## config.mk

```make
export PLATFORM = sky130hd
export DESIGN_NAME = dmem_arbiter_flat
export DESIGN_NICKNAME = d
export VERILOG_FILES = /design/src/rtl/dmem_arbiter_pkg.sv /design/src/rtl/dmem_arbiter_if.sv /design/src/rtl/dmem_arbiter_rr.sv /design/src/rtl/dmem_arbiter.sv /design/src/flat_wrapper.sv
export SDC_FILE = /design/constraint.sdc
export NUM_CORES = 1
export LEC_CHECK = 0
export ABC_AREA = 1
export CAP_MARGIN = 40
export CORE_MARGIN = 5
export CORE_UTILIZATION = 40
export CTS_BUF_LIST = sky130_fd_sc_hd__clkbuf_8 sky130_fd_sc_hd__clkbuf_16
export CTS_CLUSTER_DIAMETER = 100
export DETAILED_ROUTE_END_ITERATION = 6
export PLACE_DENSITY = 0.78
export SYNTH_ARGS = -nofsm -noshare
export SYNTH_HDL_FRONTEND = slang
export SYNTH_SLANG_ARGS = --single-unit
```

## constraint.sdc

```tcl
create_clock -name clk -period 1.85 [get_ports clk]
set_clock_uncertainty 0.1 [all_clocks]
set_input_delay 0.2775 -clock clk [delete_from_list [all_inputs] [get_ports clk]]
set_output_delay 0.2775 -clock clk [all_outputs]
set_load 0.02 [all_outputs]
```

## src/rtl/dmem_arbiter_pkg.sv

```systemverilog
// Shared types for the two-core data memory arbiter.
package dmem_arb_pkg;
  localparam int NUM_CORES = 2;
  typedef enum logic [1:0] {IDLE, ACCESS, RESP} arb_state_t;
endpackage

```

## src/rtl/dmem_arbiter_if.sv

```systemverilog
// Core-side handshake and data_mem-side bus of the arbiter.
interface dmem_arbiter_if #(
  parameter int n         = 32,
  parameter int dmem_size = 4
);
  import dmem_arb_pkg::*;

  logic [NUM_CORES-1:0]                core_req;
  logic [NUM_CORES-1:0]                core_we;
  logic [NUM_CORES-1:0][dmem_size-1:0] core_addr;
  logic [NUM_CORES-1:0][n-1:0]         core_wdata;
  logic [NUM_CORES-1:0]                core_ack;
  logic [n-1:0]                        core_rdata;
  logic [dmem_size-1:0]                dmem_address;
  logic [n-1:0]                        dmem_wdata;
  logic                                load_control;
  logic                                store_control;
  logic [n-1:0]                        dmem_rdata;

  modport slave (
    input  core_req, core_we, core_addr, core_wdata, dmem_rdata,
    output core_ack, core_rdata, dmem_address, dmem_wdata,
           load_control, store_control
  );

  modport master (
    output core_req, core_we, core_addr, core_wdata, dmem_rdata,
    input  core_ack, core_rdata, dmem_address, dmem_wdata,
           load_control, store_control
  );
endinterface

```

## src/rtl/dmem_arbiter_rr.sv

```systemverilog
// Two-way round-robin pick: a lone requester wins, a tie goes to the core
// that was not granted last.
module rr_arbiter2 (
  input  logic [1:0] req,
  input  logic       last_grant,
  output logic       gnt_valid,
  output logic       gnt_id
);
  always_comb begin
    gnt_valid = |req;
    gnt_id    = 1'b0;
    case (req)
      2'b10:   gnt_id = 1'b1;
      2'b11:   gnt_id = ~last_grant;
      default: gnt_id = 1'b0;
    endcase
  end
endmodule

```

## src/rtl/dmem_arbiter.sv

```systemverilog
// Two-core front end for data_mem: round-robin grant, one access per
// IDLE/ACCESS/RESP pass, registered read data returned with a one-cycle ack.
module dmem_arbiter
  import dmem_arb_pkg::*;
#(
  parameter int n         = 32,
  parameter int dmem_size = 4
) (
  input  logic          clk,
  input  logic          nReset,
  dmem_arbiter_if.slave bus
);
  typedef struct packed {
    logic                 id;
    logic                 we;
    logic [dmem_size-1:0] addr;
    logic [n-1:0]         wdata;
  } hold_t;

  arb_state_t   state_q, state_d;
  hold_t        hold_q;
  logic [n-1:0] rdata_q;
  logic         last_grant;
  logic         gnt_valid, gnt_id;
  logic         ack_en;

  rr_arbiter2 u_rr (
    .req        (bus.core_req),
    .last_grant (last_grant),
    .gnt_valid  (gnt_valid),
    .gnt_id     (gnt_id)
  );

  always_comb begin
    state_d = state_q;
    case (state_q)
      IDLE:    if (gnt_valid) state_d = ACCESS;
      ACCESS:  state_d = RESP;
      RESP:    state_d = IDLE;
      default: state_d = IDLE;
    endcase
  end

  always_ff @(posedge clk) begin
    if (!nReset) begin
      state_q    <= IDLE;
      last_grant <= 1'b1;
      hold_q     <= '0;
      rdata_q    <= '0;
    end else begin
      state_q <= state_d;
      if (state_q == IDLE && gnt_valid)
        hold_q <= '{id:    gnt_id,
                    we:    bus.core_we[gnt_id],
                    addr:  bus.core_addr[gnt_id],
                    wdata: bus.core_wdata[gnt_id]};
      if (state_q == ACCESS && !hold_q.we)
        rdata_q <= bus.dmem_rdata;
      if (state_q == RESP)
        last_grant <= hold_q.id;
    end
  end

  // Strobes and ack are gated by nReset so an aborted access never writes
  // memory or signals completion on the reset edge.
  assign bus.dmem_address  = hold_q.addr;
  assign bus.dmem_wdata    = hold_q.wdata;
  assign bus.load_control  = nReset && (state_q == ACCESS) && !hold_q.we;
  assign bus.store_control = nReset && (state_q == ACCESS) &&  hold_q.we;
  assign bus.core_rdata    = rdata_q;
  assign ack_en            = nReset && (state_q == RESP);

  for (genvar i = 0; i < NUM_CORES; i++) begin : g_ack
    assign bus.core_ack[i] = ack_en && (hold_q.id == 1'(i));
  end
endmodule

```

## src/flat_wrapper.sv

```systemverilog
// flat-port wrapper written by rule: the top's interface ports become plain ports
module dmem_arbiter_flat import dmem_arb_pkg::*;
#(
  parameter int n         = 32,
  parameter int dmem_size = 4
)
  (clk, nReset, bus_core_req, bus_core_we, bus_core_addr, bus_core_wdata, bus_dmem_rdata, bus_core_ack, bus_core_rdata, bus_dmem_address, bus_dmem_wdata, bus_load_control, bus_store_control);
  dmem_arbiter_if #(.n(n), .dmem_size(dmem_size)) bus_i ();
  input  logic clk;
  input  logic nReset;
  input wire logic [$bits(bus_i.core_req)-1:0] bus_core_req;
  input wire logic [$bits(bus_i.core_we)-1:0] bus_core_we;
  input wire logic [$bits(bus_i.core_addr)-1:0] bus_core_addr;
  input wire logic [$bits(bus_i.core_wdata)-1:0] bus_core_wdata;
  input wire logic [$bits(bus_i.dmem_rdata)-1:0] bus_dmem_rdata;
  output wire logic [$bits(bus_i.core_ack)-1:0] bus_core_ack;
  output wire logic [$bits(bus_i.core_rdata)-1:0] bus_core_rdata;
  output wire logic [$bits(bus_i.dmem_address)-1:0] bus_dmem_address;
  output wire logic [$bits(bus_i.dmem_wdata)-1:0] bus_dmem_wdata;
  output wire logic [$bits(bus_i.load_control)-1:0] bus_load_control;
  output wire logic [$bits(bus_i.store_control)-1:0] bus_store_control;
  assign bus_i.core_req = bus_core_req;
  assign bus_i.core_we = bus_core_we;
  assign bus_i.core_addr = bus_core_addr;
  assign bus_i.core_wdata = bus_core_wdata;
  assign bus_i.dmem_rdata = bus_dmem_rdata;
  assign bus_core_ack = bus_i.core_ack;
  assign bus_core_rdata = bus_i.core_rdata;
  assign bus_dmem_address = bus_i.dmem_address;
  assign bus_dmem_wdata = bus_i.dmem_wdata;
  assign bus_load_control = bus_i.load_control;
  assign bus_store_control = bus_i.store_control;
  dmem_arbiter #(.n(n), .dmem_size(dmem_size)) u_core (.clk(clk), .nReset(nReset), .bus(bus_i));
endmodule
```

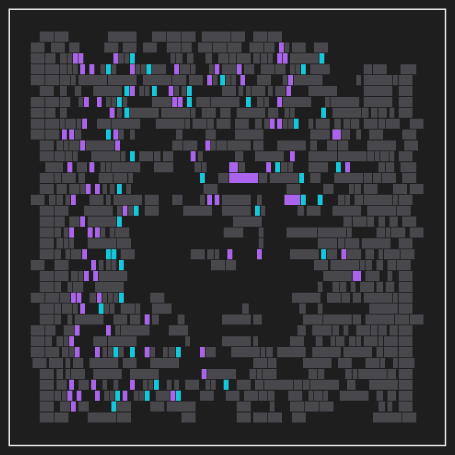
(gate-type map)
Drawn at 4 px/um.
- purple: NOR gates (cells 83)
- cyan: inverters (cells 42)

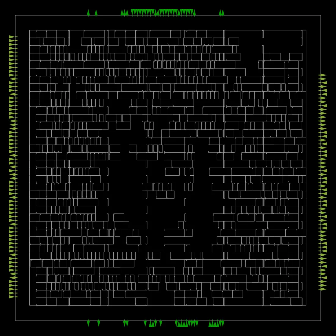
(cell outlines without signal wires)
sequential cell count: 73
row count: 36

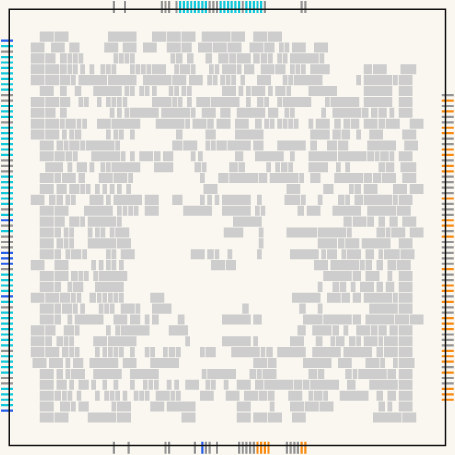
(pin map)
Drawn at 4 px/um. Pins as bars across the die edge, other pins in gray.
- cyan: bus_core_wdata (pins 64; direction input; edge 45 west, 19 north)
- orange: bus_core_rdata (pins 32; direction output; edge 26 east, 6 south)
- blue: bus_core_addr (pins 8; direction input; edge 7 west, 1 south)
- all pins by edge: 69 west, 57 east, 32 north, 24 south

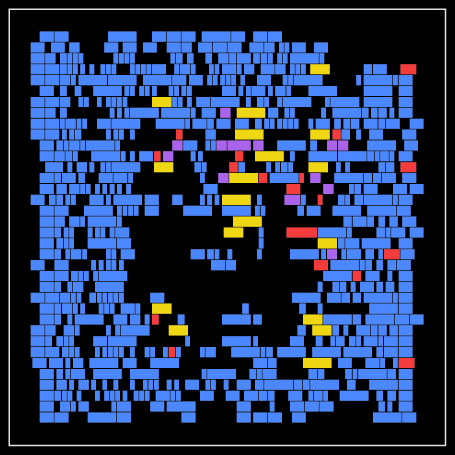
(cell sizes after repair)
Drawn at 4 px/um.
- blue: drive 1 or less (cells 654; share 93%)
- purple: drive 3 to 4 (cells 13; share 1.8%)
- red: drive 2 (cells 18; share 2.6%)
- yellow: drive 6 and up (cells 18; share 2.6%)

==> git commit body <==
Add synthesis and place-and-route results

* Outcome: completed
* Number of nets at floorplan: 678
- Per the post-place timing report, worst setup slack is -422 ps.
- In this run, synthesis inferred 0 flip-flops with an integrated enable.
- Pre-antenna DRT Iters: 4
- The share of synthesized area in the top cell type comes to 0.375.
- Layer with the highest usage after global routing: met2
- Sequential element share of the synthesized area: 0.375
* Synth top cells by count: sky130_fd_sc_hd__nand2_1, sky130_fd_sc_hd__nor2_1, sky130_fd_sc_hd__dfxtp_1, sky130_fd_sc_hd__buf_4, sky130_fd_sc_hd__nand3_1
* Number of resized instances in the post-cts repair step: 14
* DPL Wire Length: 8370 um
- Mean instance size in the synthesized netlist: 6.86 sq um
- Total vias in the final route: 3,856
- STA shows the worst reg2reg path with a cell count of 5.
- The clock tree has to reach 73 sinks.
- The end-of-flow timing check tallies setup violations at 0.
* Non-filler cells in the finished layout: 836
* Start of the worst register-to-register path: u_core.state_q[0]
- Per the detail_route report, DRC violations left total 0.
* Cell at the root of the clock tree: sky130_fd_sc_hd__clkbuf_8
- For the final routed database, the setup TNS stands at 0 ps.
* Total routing resource utilization after global routing: 0.186
* Buffers from clock root to sink, at most: 2
* Post-layout nets: 808
- Detailed-route wire length: 11,100 um
- Ranking logic cells in the layout by count gives the top entries sky130_fd_sc_hd__clkdlybuf4s50_1, sky130_fd_sc_hd__nand2_1, sky130_fd_sc_hd__nor2_1.
* Cell count after synthesis: 568
- The repair_antennas step left the layout with diodes totalling 0.
* Nature of the critical path startpoint: register
- Time the worst path needs with I/O delays and setup: 1760 ps
- Global-route wire length before repair: 17,500 um
- The placement report lists the number of port buffers as 181.
- Of the total power, the share spent switching nets is 0.312.
* Switching pwr: 1.33 mW
* Required time worst endpoint: 1470 ps
- The highest clock rate this design can be run at is 0.567 GHz.
- STA classifies the critical path endpoint as a primary output.
- Total gr overflow: 0
- # Cells Yosys: 568
* Postcts setup bufs: 0
- The detailed placer reported the number of placed instances as 819.
- TritonCTS built the clock tree.
- After clock tree synthesis, the flow added hold-fix buffers numbering 0.
- The area growth from synthesis to layout is 47.8%.
- Vias per inst: 4.61
- Highest-count logic cell in the final layout: sky130_fd_sc_hd__clkdlybuf4s50_1
* Number of max-cap violations: 0
- Number of max-slew violations in the final report: 0
- Per the post-route antenna check, the number of violating nets is 0.
- STA lists the startpoint of the worst hold path as bus_core_req[1].
* Number of DRC violations after detailed-routing iteration 0: 134
* Period utilisation layout: 0.954
- Ratio of cells with drive above 1 in the final layout: 0.0697
- The tool warning count for the run is 27.
- The via count of the first global-routing pass was 3,672.
* Top cell type by total area after synthesis: sky130_fd_sc_hd__dfxtp_1
* Slew of the pin with the lowest slew margin: 417 ps
* Signal arrival time at the worst endpoint: 1390 ps
- Last weighted congestion value of the routability-driven placer: 0.807
- Fraction of synthesis flops using an asynchronous set or reset pin: 0
* Depth of the worst hold-timing path: 3
- Number of warnings reported in the yosys synthesis log: 0
- Number of antenna violations at the first check in global routing: 0
* Top post-synthesis cells by area: sky130_fd_sc_hd__dfxtp_1, sky130_fd_sc_hd__nand2_1, sky130_fd_sc_hd__buf_4
- Summed instance area of the synthesized netlist: 3890 sq um
- Die height: 109 um
- Hold timing on the final database bottoms out at a slack of 191 ps.
- Critical path origin: u_core.state_q[0]
- Clock-pin transition on the worst setup and hold timing paths: 70 ps
* Part of the total power dissipated in sequential elements: 0.419
- Per the synth stats, the flop cell with the highest instance count is sky130_fd_sc_hd__dfxtp_1.
- Final Hold Viols: 0
- PwrDens: 741 nW/um^2
- Worst hold path class: in -> reg
- Ys flops: 73
- Per the OpenROAD floorplan log, the area of the die is 11,800 sq um.
- In the global route stage, met3 resource usage came out at 0.0728.
* Met2 Track Usage GR: 0.293
- Of the total power, combinational logic draws 0.322.
- Chip Width: 109 um
- Counting distinct cell types in the post-synthesis netlist gives 22.
- TritonRoute output was used to compute an average wire per cell of 13.3 um.
- H-tree lvl count: 3
- Power Internal: 2.93 mW
- Leakage dissipation: 2.38 nW
- Maximum VDD drop: 0.295 mV
* I/O pin cnt: 182
- The most common cell in the synthesized netlist is sky130_fd_sc_hd__nand2_1.
- Checking max transition, the worst relative margin is 0.722.
* Clock network fraction of total power: 0.259
* Worst-skew pair later-pin latency: 340 ps
- Total chip power: 4.26 mW
- Inserted Clock Buffers: 9
- The worst register-to-register path has a setup slack of 150 ps.
- For met1 alone, demand over resource in global routing was 0.229.
- Fp util: 0.404
* RSZ-0062 raised after global routing: no
- Looking at the critical path, the highest net fanout was 4.
* CP Class: reg -> out
* Worst setup margin: 85.4 ps
* Core Footprint: 9640 sq um
- Pin count of the biggest net entering global routing: 51
- For this run, the chip area from Yosys synthesis comes to 3890 sq um.
==> worst max-delay path, stage by stage (launching register included) <==
cell                              delay [ps]
sky130_fd_sc_hd__dfxtp_1                 430
sky130_fd_sc_hd__nand3_1                 190
sky130_fd_sc_hd__nor2_2                  150
sky130_fd_sc_hd__clkdlybuf4s15_2         280
==> sequential cells by signal, indices dropped and copies added, names as in the netlist <==
signal / cells
u_core.bus.core_rdata: 32
u_core.bus.dmem_address: 4
u_core.bus.dmem_wdata: 32
u_core.hold_q: 2
u_core.last_grant: 1
u_core.state_q: 2
==> power groups by stage <==
stage | Sequential (mW) | Combinational, mW | Clock, mW
final | 1.79 | 1.37 | 1.10
after global routing | 1.81 | 1.51 | 1.22
after CTS | 1.79 | 1.38 | 1.14
after detailed placement | 1.82 | 1.38 | 0
after global placement | 1.82 | 1.35 | 0
after floorplan | 1.86 | 0.812 | 0
==> per-stage QoR <==
step            util  cell area, sq um
3_3_place_gp   0.576              5550
5_1_grt        0.597              5750
4_1_cts        0.595              5740
6_report       0.597              5750
2_1_floorplan      -              3890
3_5_place_dp   0.576              5550
==> final timing paths <==
check,to
max,bus_store_control
min,u_core.hold_q[37]
max reg2reg,u_core.bus.core_rdata[23]
min reg2reg,u_core.bus.core_rdata[10]
==> layout make-up <==
type | instances | area (sq um)
Clock buffer | 11 | 151
Clock inverter | 5 | 22.5
Fill cell | 922 | 3890
Inverter | 42 | 158
Multi-Input combinational cell | 374 | 1780
Sequential cell | 73 | 1460
Tap cell | 133 | 166
Timing Repair Buffer | 198 | 2020
==> layer usage <==
layer  share of wire  routed length (um)
met4          0.0092                 102
met2            0.46                5070
met1            0.43                4790
met5               0                   0
met3            0.10                1120
==> kinds of logic after synthesis <==
kind of cell	share of synthesized area
simple gates	0.334
buf+inv	0.174
flops	0.375
compound gates	0.117
No activity file was given, so power comes from the tool's default toggle rates.
